Fig. 1: run 1, routed metal per tile
The die is cut into 16 by 14 equal tiles; dark purple is low, yellow is high, scaled to the fullest tile. Values are wire area over tile area, all layers added.
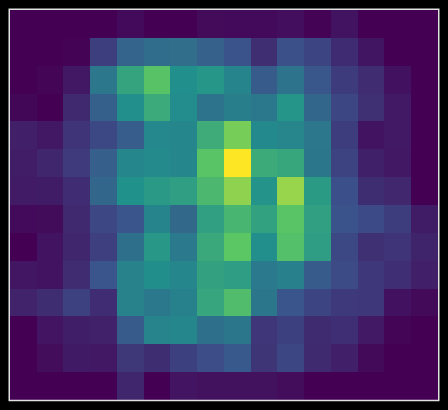
Fig. 2: run 1, where the registers sit
Bar = 20 um.
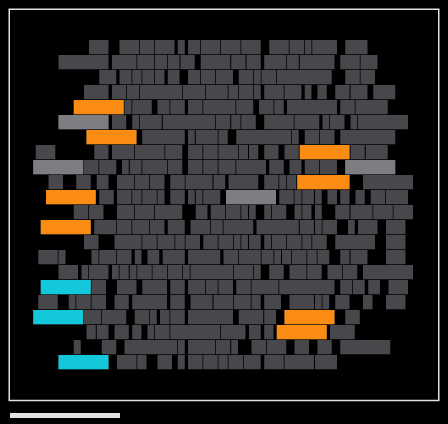
Fig. 3: run 1, metal layers overlaid
Two of the layers only.
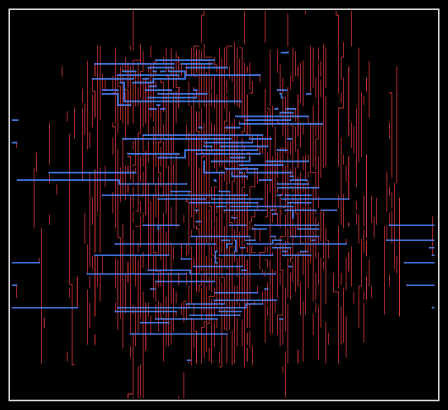
Fig. 4: run 1, the clock network
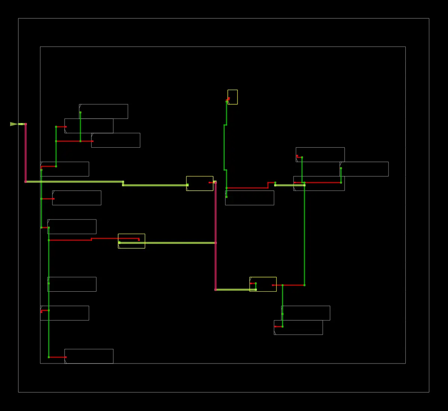
--- src/rtl/vend_pkg.sv ---
// Shared coin encodings, coin valuation and controller state type for the vending controller.
package vend_pkg;

    localparam int unsigned COIN_VW = 5;

    localparam logic [1:0] COIN_NONE = 2'b00;
    localparam logic [1:0] COIN_5    = 2'b01;
    localparam logic [1:0] COIN_10   = 2'b10;
    localparam logic [1:0] COIN_20   = 2'b11;

    typedef enum logic {
        IDLE   = 1'b0,
        CHANGE = 1'b1
    } vend_state_t;

    function automatic logic [COIN_VW-1:0] coin_value(input logic [1:0] code);
        logic [COIN_VW-1:0] val;
        case (code)
            COIN_5:  val = COIN_VW'(5);
            COIN_10: val = COIN_VW'(10);
            COIN_20: val = COIN_VW'(20);
            default: val = '0;
        endcase
        return val;
    endfunction

endpackage

--- src/rtl/vend_change_unit.sv ---
// Greedy change-coin selection with a valid/ready handshake towards the coin dispenser.
module vend_change_unit
    import vend_pkg::*;
#(
    parameter int unsigned CW = 8
) (
    input  logic          clk,
    input  logic          rst,
    input  logic          i_active,
    input  logic          i_ready,
    input  logic          i_load,
    input  logic [CW-1:0] i_credit,
    input  logic [CW-1:0] i_credit_nxt,
    output logic          o_chg_coin,
    output logic          o_fire_c,
    output logic [CW-1:0] o_dec_c,
    output logic          o_done_c
);

    localparam logic [CW-1:0] TEN  = CW'(10);
    localparam logic [CW-1:0] FIVE = CW'(5);

    logic r_coin;

    assign o_fire_c   = i_active && i_ready;
    assign o_dec_c    = r_coin ? TEN : FIVE;
    assign o_done_c   = o_fire_c && (i_credit == o_dec_c);
    assign o_chg_coin = r_coin;

    // Coin choice is only re-evaluated on entry or after an accepted coin, so it holds while stalled.
    always_ff @(posedge clk or posedge rst) begin
        if (rst) begin
            r_coin <= 1'b0;
        end else if (i_load || (o_fire_c && !o_done_c)) begin
            r_coin <= (i_credit_nxt >= TEN);
        end else if (o_done_c) begin
            r_coin <= 1'b0;
        end
    end

endmodule

--- src/rtl/vend_ctrl_param.sv ---
// Parametrised vending controller: credit accumulation, N-product vend arbitration and change return.
module vend_ctrl_param
    import vend_pkg::*;
#(
    parameter int unsigned              N_PROD     = 3,
    parameter int unsigned              CW         = 8,
    parameter logic [N_PROD*CW-1:0]     PRICES     = {8'd20, 8'd10, 8'd5},
    parameter int unsigned              CREDIT_MAX = 50,
    localparam int unsigned             SW         = $clog2(N_PROD)
) (
    input  logic              clk,
    input  logic              rst,
    input  logic [1:0]        coin,
    input  logic [SW-1:0]     sel,
    input  logic              sel_valid,
    input  logic              cancel,
    output logic [N_PROD-1:0] dispense,
    output logic              coin_rej,
    output logic              sel_err,
    output logic [CW-1:0]     credit,
    output logic              chg_valid,
    output logic              chg_coin,
    input  logic              chg_ready,
    output logic              busy
);

    vend_state_t       r_state, w_state_nxt;
    logic [CW-1:0]     r_credit, w_credit_nxt;
    logic [N_PROD-1:0] r_dispense, w_dispense_nxt;
    logic              r_coin_rej, w_coin_rej_nxt;
    logic              r_sel_err, w_sel_err_nxt;
    logic              r_busy, r_chg_valid;
    logic              w_load;
    logic [CW:0]       w_sum;
    logic [CW-1:0]     w_price;
    logic              w_sel_ok;
    logic              w_coin_in;
    logic              w_fire, w_done;
    logic [CW-1:0]     w_dec;

    assign w_coin_in = (coin != COIN_NONE);
    assign w_sum     = {1'b0, r_credit} + (CW+1)'(coin_value(coin));

    // Price lookup that never indexes past the PRICES vector for out-of-range selections.
    always_comb begin
        w_price  = '0;
        w_sel_ok = 1'b0;
        for (int unsigned p = 0; p < N_PROD; p++) begin
            if (sel == SW'(p)) begin
                w_price  = PRICES[p*CW +: CW];
                w_sel_ok = 1'b1;
            end
        end
    end

    vend_change_unit #(
        .CW (CW)
    ) u_change (
        .clk          (clk),
        .rst          (rst),
        .i_active     (r_chg_valid),
        .i_ready      (chg_ready),
        .i_load       (w_load),
        .i_credit     (r_credit),
        .i_credit_nxt (w_credit_nxt),
        .o_chg_coin   (chg_coin),
        .o_fire_c     (w_fire),
        .o_dec_c      (w_dec),
        .o_done_c     (w_done)
    );

    always_ff @(posedge clk or posedge rst) begin
        if (rst) begin
            r_state     <= IDLE;
            r_credit    <= '0;
            r_dispense  <= '0;
            r_coin_rej  <= 1'b0;
            r_sel_err   <= 1'b0;
            r_busy      <= 1'b0;
            r_chg_valid <= 1'b0;
        end else begin
            r_state     <= w_state_nxt;
            r_credit    <= w_credit_nxt;
            r_dispense  <= w_dispense_nxt;
            r_coin_rej  <= w_coin_rej_nxt;
            r_sel_err   <= w_sel_err_nxt;
            r_busy      <= (w_state_nxt == CHANGE);
            r_chg_valid <= (w_state_nxt == CHANGE);
        end
    end

    // One action per IDLE cycle with priority cancel > sel_valid > coin.
    always_comb begin
        w_state_nxt    = r_state;
        w_credit_nxt   = r_credit;
        w_dispense_nxt = '0;
        w_coin_rej_nxt = 1'b0;
        w_sel_err_nxt  = 1'b0;
        w_load         = 1'b0;
        case (r_state)
            IDLE: begin
                if (cancel) begin
                    w_coin_rej_nxt = w_coin_in;
                    if (r_credit != '0) begin
                        w_state_nxt = CHANGE;
                        w_load      = 1'b1;
                    end
                end else if (sel_valid) begin
                    w_coin_rej_nxt = w_coin_in;
                    if (w_sel_ok && (r_credit >= w_price)) begin
                        w_dispense_nxt = N_PROD'(1) << sel;
                        w_credit_nxt   = r_credit - w_price;
                        if (w_credit_nxt != '0) begin
                            w_state_nxt = CHANGE;
                            w_load      = 1'b1;
                        end
                    end else begin
                        w_sel_err_nxt = 1'b1;
                    end
                end else if (w_coin_in) begin
                    if (w_sum <= (CW+1)'(CREDIT_MAX)) begin
                        w_credit_nxt = CW'(w_sum);
                    end else begin
                        w_coin_rej_nxt = 1'b1;
                    end
                end
            end
            CHANGE: begin
                w_coin_rej_nxt = w_coin_in;
                w_sel_err_nxt  = sel_valid;
                if (w_fire) begin
                    w_credit_nxt = r_credit - w_dec;
                    if (w_done) begin
                        w_state_nxt = IDLE;
                    end
                end
            end
        endcase
    end

    assign dispense  = r_dispense;
    assign coin_rej  = r_coin_rej;
    assign sel_err   = r_sel_err;
    assign credit    = r_credit;
    assign chg_valid = r_chg_valid;
    assign busy      = r_busy;

endmodule

--- config.mk ---
export PLATFORM = sky130hd
export DESIGN_NAME = vend_ctrl_param
export DESIGN_NICKNAME = d
export VERILOG_FILES = /design/src/rtl/vend_pkg.sv /design/src/rtl/vend_change_unit.sv /design/src/rtl/vend_ctrl_param.sv
export SDC_FILE = /design/constraint.sdc
export NUM_CORES = 1
export LEC_CHECK = 0
export ABC_CLOCK_PERIOD_IN_PS = 2600
export CORE_ASPECT_RATIO = 0.9
export CORE_MARGIN = 4
export CORE_UTILIZATION = 43
export DETAILED_ROUTE_END_ITERATION = 10
export GPL_ROUTABILITY_DRIVEN = 0
export PLACE_DENSITY = 0.73
export RECOVER_POWER = 25
export REMOVE_ABC_BUFFERS = 1
export SETUP_SLACK_MARGIN = 0.02
export SLEW_MARGIN = 20
export SYNTH_ARGS = -nofsm -noshare
export SYNTH_HDL_FRONTEND = slang
export SYNTH_SLANG_ARGS = --single-unit
--- constraint.sdc ---
create_clock -name clk -period 2.6 [get_ports clk]
set_input_delay 0.39 -clock clk [delete_from_list [all_inputs] [get_ports clk]]
set_output_delay 0.39 -clock clk [all_outputs]
set_load 0.01 [all_outputs]
==> reports/qor.csv, run 1 <==
metric;value;unit
ys.warnings.count;0;
grt_start_max_net_pins;16;
synth-edff-count;0;
dr_wl_met3;883;um
path_max_fanout;6;
p_sw;2438;uW
synth_area_leader_cell;dfrtp_1;
cp_slowest_stage_delay;400;ps
syn_avg_cell_area;8.221;um^2
buffers;113;
place_ws;-803.3;ps
sh_seq_area;11.60;%
critPathSlowestCell;dfrtp_1;
num_rows;22;
status;complete, but fails checks;
worst_slack;-351.9;ps
rsz0062_at_grt;true;
ys_sh_xor;5.140;%
p_per_area;1571;nW/um^2
tritoncts;yes;
cts_setup_buffers;8;
violations;setup timing;
hold_viol;0;
pg_comb;4460;uW
maxCapViolCount;0;
p_int;2662;uW
ys_seq_share;20.03;%
fp.dieW;77.59;um
worstPathBufferInverterCount;3;
maxPowerGroup;combinational cells;
ys.flops;15;
lay_top_count;buf_4;
setup_viol;7;
slew-limit-headroom;57.70;%
clk_latency;260;ps
## Picture notes: Fig. 1
fullest tile: 1.1
mean over tiles: 0.26
emptiest ninth of the die: lower right
tiles over half the peak: 15%
nearly empty tiles: 18%

## Picture notes: Fig. 2
| name in the netlist | colour | flops |
|---|---|---|
| dispense | cyan | 3 |
| credit | orange | 8 |
not coloured: 4

## Picture notes: Fig. 3
| layer | colour | wire length |
|---|---|---|
| M3 | blue | 884 um |
| M2 | red | 3620 um |

## Picture notes: Fig. 4
Num CTS Buffers: 3
clock buf count: 3
Sink Count: 15
Clock group: 203 uW
skew final: 7.850 ps

Fig. 5: run 1, local utilization
Bar = 20 um. The die is cut into 8 by 7 equal tiles; dark purple is low, yellow is high, 0 to 100% covered.
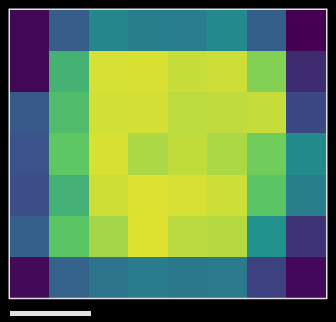

==> run 2: changes to the inputs <==
--- a/config.mk
+++ b/config.mk
@@ -5,13 +5,13 @@
 export SDC_FILE = /design/constraint.sdc
 export NUM_CORES = 1
 export LEC_CHECK = 0
-export ABC_CLOCK_PERIOD_IN_PS = 2600
+export ABC_CLOCK_PERIOD_IN_PS = 2800
 export CORE_ASPECT_RATIO = 0.9
 export CORE_MARGIN = 4
-export CORE_UTILIZATION = 43
+export CORE_UTILIZATION = 35
 export DETAILED_ROUTE_END_ITERATION = 10
 export GPL_ROUTABILITY_DRIVEN = 0
-export PLACE_DENSITY = 0.73
+export PLACE_DENSITY = 0.61
 export RECOVER_POWER = 25
 export REMOVE_ABC_BUFFERS = 1
 export SETUP_SLACK_MARGIN = 0.02
==> constraint.sdc (replaced) <==
create_clock -name clk -period 2.8 [get_ports clk]
set_input_delay 0.42 -clock clk [delete_from_list [all_inputs] [get_ports clk]]
set_output_delay 0.42 -clock clk [all_outputs]
set_load 0.01 [all_outputs]
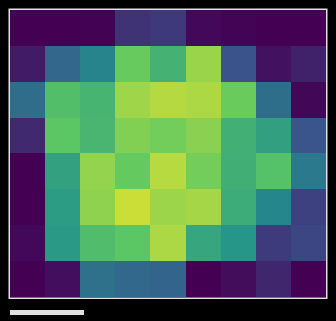
Fig. 6. Local utilization (run 2).
Bar = 20 um. The die is cut into 9 by 8 equal tiles; dark purple is low, yellow is high, 0 to 100% covered.
tiles over 75% full: 25%
nearly empty tiles: 17%
fullest tile: 92%
emptiest ninth of the die: upper right

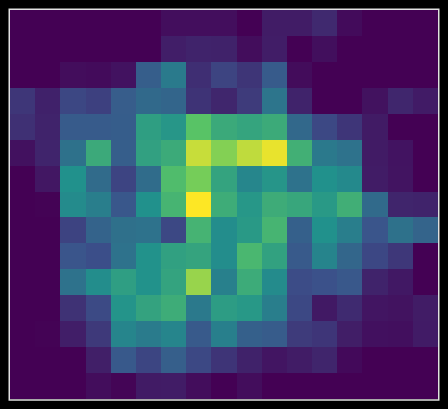
Fig. 7. Routed metal per tile (run 2).
The die is cut into 17 by 15 equal tiles; dark purple is low, yellow is high, scaled to the fullest tile. Values are wire area over tile area, all layers added.
Routed WL: 6.571 mm
Via Count: 2172

==> reports/qor.csv, run 2 <==
metric;value;unit;change
lay_top_count;buf_4;;
synth.mux.area_fraction;3.071;%;
n_sequential_cell;15;;
ctsRootBufferMaster;clkbuf_8;;
r2r_setup_slack;-3;ps;
buf_share;27.51;%;
r2r_end;u_change.o_chg_coin$_DFFE_PP0P_;;
p_clk;182;uW;-10%
die_area;6592;um^2;
dr_wl_met3;542;um;-39%
pg_comb;3350;uW;-25%
crit_path_end;u_change.o_chg_coin$_DFFE_PP0P_;;
hold_depth;3;;
crit_top_cell;buf_4;;
synth-edff-count;0;;unchanged
tritoncts;yes;;
place_ws;-715.5;ps;+87.76 ps
ys_types;65;;
peakVddDrop;0.6434;mV;
ys_seq_share;20.03;%;unchanged
maxPowerGroup;combinational cells;;
cts_buffers;3;;unchanged
leakage;0.001273;uW;
async_flop_share;100.0;%;
clk_share;1.576;%;
cp_slowest_stage_delay;480;ps;+80 ps
clock_sinks;15;;unchanged
path_max_fanout;5;;-1
synthCells;228;;
fin_skew;5.203;ps;-2.647 ps
cts_setup_buffers;7;;-1
worstHoldStart;sel[1];;
critPathSlowestCell;dfrtp_2;;
hold_viol;0;;unchanged
rr_startpoint;credit[2]$_DFF_PP0_;;
drtPass1Iterations;5;;
instances_no_fill;388;;
violations;setup timing;;
fmax;356.8;MHz;
avgRoutedWirePerCell;16.94;um;
track_usage;20.03;%;
min_path_type;primary input to flip-flop;;
worstPathBufferInverterCount;2;;-1
synth_area_leader_cell;dfrtp_1;;
use_met3;1.059;%;
grt_start_max_net_pins;16;;unchanged
status;complete, but fails checks;;
grt_pass1_wl;10.64;mm;
worstSetupEndpointType;flip-flop;;
largest_reg_flops;8;;
wl_met2;3.002;mm;
grtUsageMet1;29.32;%;
p_int;2120;uW;-20%
num_rows;24;;+9.1%
ys.warnings.count;0;;unchanged
fp.dieW;85.14;um;+9.7%
cp.depth;12;;
slew-limit-headroom;60.82;%;+3.1 points
buffers;100;;-12%
ys_top_logic_family;AND-OR/OR-AND gates;;
fin_area;2938;um^2;
combAreaFraction;53.75;%;
ys.flops;15;;unchanged
period_minus_slack;2803;ps;
clockBufferDepth;2;;
area_growth;56.74;%;
grtUsageMet2;32.14;%;
cp_data_arrival_time;2980;ps;
final_cell_mix;buf_4, clkdlybuf4s50_1, nor2_1, nand2_1, dfrtp_1;;
fin_util;58.58;%;
clkbuf_count;3;;unchanged
p_per_area;1351;nW/um^2;-14%
p_seq;434;uW;
p_sw;1850;uW;-24%
combGateArea;1579;um^2;
setup_viol;1;;-6
maxCapViolCount;0;;unchanged
syn_avg_cell_area;8.221;um^2;unchanged
rsz0062_at_grt;true;;
nWellTaps;65;;
clk_latency;260;ps;about the same
sh_seq_area;12.86;%;+1.3 points
worst_slack;-2.679;ps;+349.3 ps
ys_sh_xor;5.140;%;unchanged
holdWs;650.5;ps;
worstMarginPinSlew;587.1;ps;
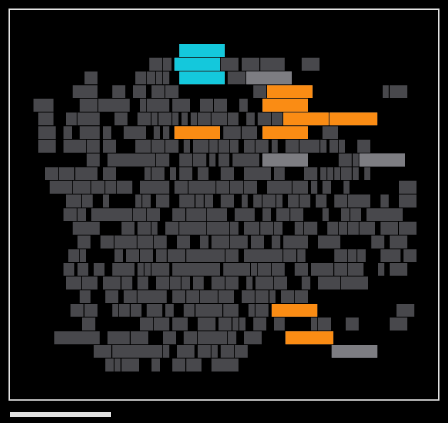
Fig. 8. Where the registers sit (run 2).
Bar = 20 um.
| name in the netlist | colour | flops |
|---|---|---|
| dispense | cyan | 3 |
| credit | orange | 8 |
not coloured: 4

Power is estimated from default activity; no workload was simulated.
